==> config.mk <==
export PLATFORM = sky130hd
export DESIGN_NAME = joystick_scan_multi
export DESIGN_NICKNAME = d
export VERILOG_FILES = /design/src/rtl/joystick_scan_multi.sv
export SDC_FILE = /design/constraint.sdc
export NUM_CORES = 1
export LEC_CHECK = 0
export CAP_MARGIN = 20
export CORE_ASPECT_RATIO = 1.75
export CORE_UTILIZATION = 60
export CTS_BUF_LIST = sky130_fd_sc_hd__clkbuf_4 sky130_fd_sc_hd__clkbuf_8 sky130_fd_sc_hd__clkbuf_16
export CTS_CLUSTER_SIZE = 25
export DETAILED_ROUTE_END_ITERATION = 16
export PLACE_DENSITY = 0.88
export SYNTH_ARGS = -nofsm -noshare
export SYNTH_HDL_FRONTEND = slang
export SYNTH_SLANG_ARGS = --single-unit
==> constraint.sdc <==
create_clock -name clock -period 3.9 [get_ports clock]
set_clock_uncertainty 0.1 [all_clocks]
set_input_delay 0.78 -clock clock [delete_from_list [all_inputs] [get_ports clock]]
set_output_delay 0.78 -clock clock [all_outputs]
set_load 0.1 [all_outputs]
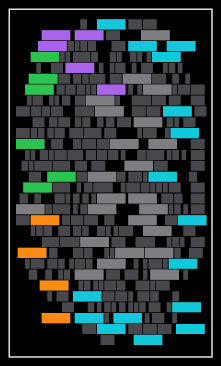
**Above:** sequential cells grouped by signal name.
(4 px per um) Other sequential cells in the stronger grey, the rest of the logic in the fainter grey.
| colour | netlist name | placed flops |
|---|---|---|
| cyan | joy | 16 |
| green | div_q | 6 |
| purple | gap_q | 5 |
| orange | idx_q | 4 |
not coloured: 23
sequential fraction of total cell area: 39.0%
post-layout util: 71.0%
Reg area: 0.00108 mm^2

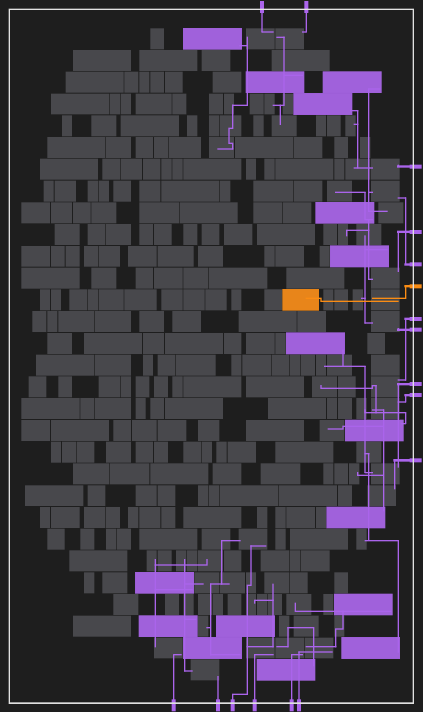
**Above:** I/O nets highlighted.
(8 px per um)
| colour | port | bits | direction | end cells | wire |
|---|---|---|---|---|---|
| purple | joy | 16 | output | 16 | 419 um |
| orange | joyD | 1 | input | 1 | 18.2 um |
I/O pins: 24
port bufs: 23

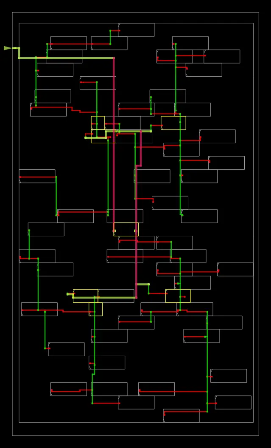
**Above:** clock nets.
CTS buffer count: 5
clkbuf count: 5

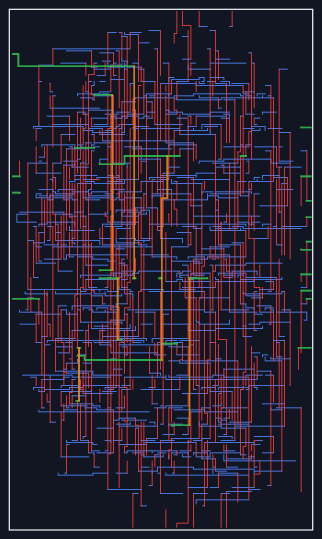
**Above:** metal layers overlaid.
(6 px per um)
| colour | layer | wire length |
|---|---|---|
| orange | met4 | 143 um |
| blue | met1 | 2000 um |
| red | met2 | 2730 um |
| green | met3 | 93.5 um |
DR WL/cell: 14.5 um
Via Count: 1940

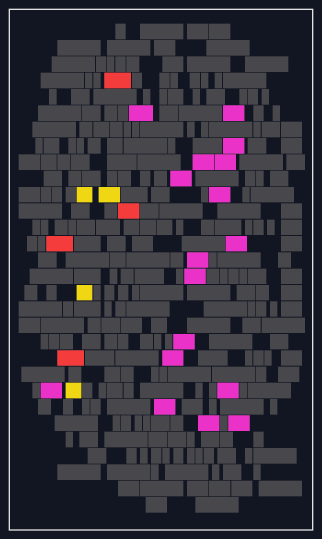
**Above:** gate families picked out.
(6 px per um)
| colour | family | cells |
|---|---|---|
| yellow | AND-OR and OR-AND gates | 4 |
| magenta | multiplexers | 17 |
| red | adder and majority cells | 4 |
Comb area share: 46.0%
final non-filler cell total: 342
most numerous logic cell after layout: dfxtp_1

==> flow_metrics.py <==
# Generated from Yosys and OpenROAD reports
metrics = {
    "global_routing": {
        "grt_max_degree": 30,
        "gr-usage-met1_pct": 26.8,
        "grt_use_met2_pct": 48.5,
        "grt.busiest_layer": "met2",
    },
    "worst_setup_path": {
        "crit_family": "buffers and inverters",
        "critical-path-slowest-cell": "clkdlybuf4s50_1",
        "cpPeakStageDelay_ns": 1.15,
        "cp_cell_sequence": "clkdlybuf4s50_1",
    },
    "sta": {
        "final-setup-viol-count": 0,
        "grt_setup_unrepaired": "false",
        "slew_headroom_pct": 34.3,
    },
    "final_layout": {
        "logic_gates": 204,
        "nets": 301,
        "nFlopsAndLatches": 54,
        "largest_cell_class": "combinational gates",
        "buffers_excl_clock": 28,
    },
    "cts": {
        "cts_setup_buffers": 0,
        "path_clk_slew_ns": 0.10,
        "clock-sinks": 54,
        "clock_latency_ns": 0.30,
        "tritoncts": "done",
    },
    "synth": {
        "ys_types": 49,
        "aoi_share_pct": 10.3,
        "yosys_area_mm2": 0.00245,
        "yosys-top-cells-count": "54 x dfxtp_1, 38 x nand2_1, 32 x nor2_1",
    },
    "die": {
        "die_width_um": 50.3,
    },
    "flow_run": {
        "maxCapViolations": 0,
    },
    "detailed_routing": {
        "top_layer_used": "met4",
    },
    "pwr": {
        "power.internal_w": 0.000686,
        "p_comb_share_pct": 3.3,
    },
    "status": {
        "outcome": "complete, no violations",
    },
    "placed_design": {
        "dp_cells": 335,
    },
}
Power and IR drop assume default switching activity.
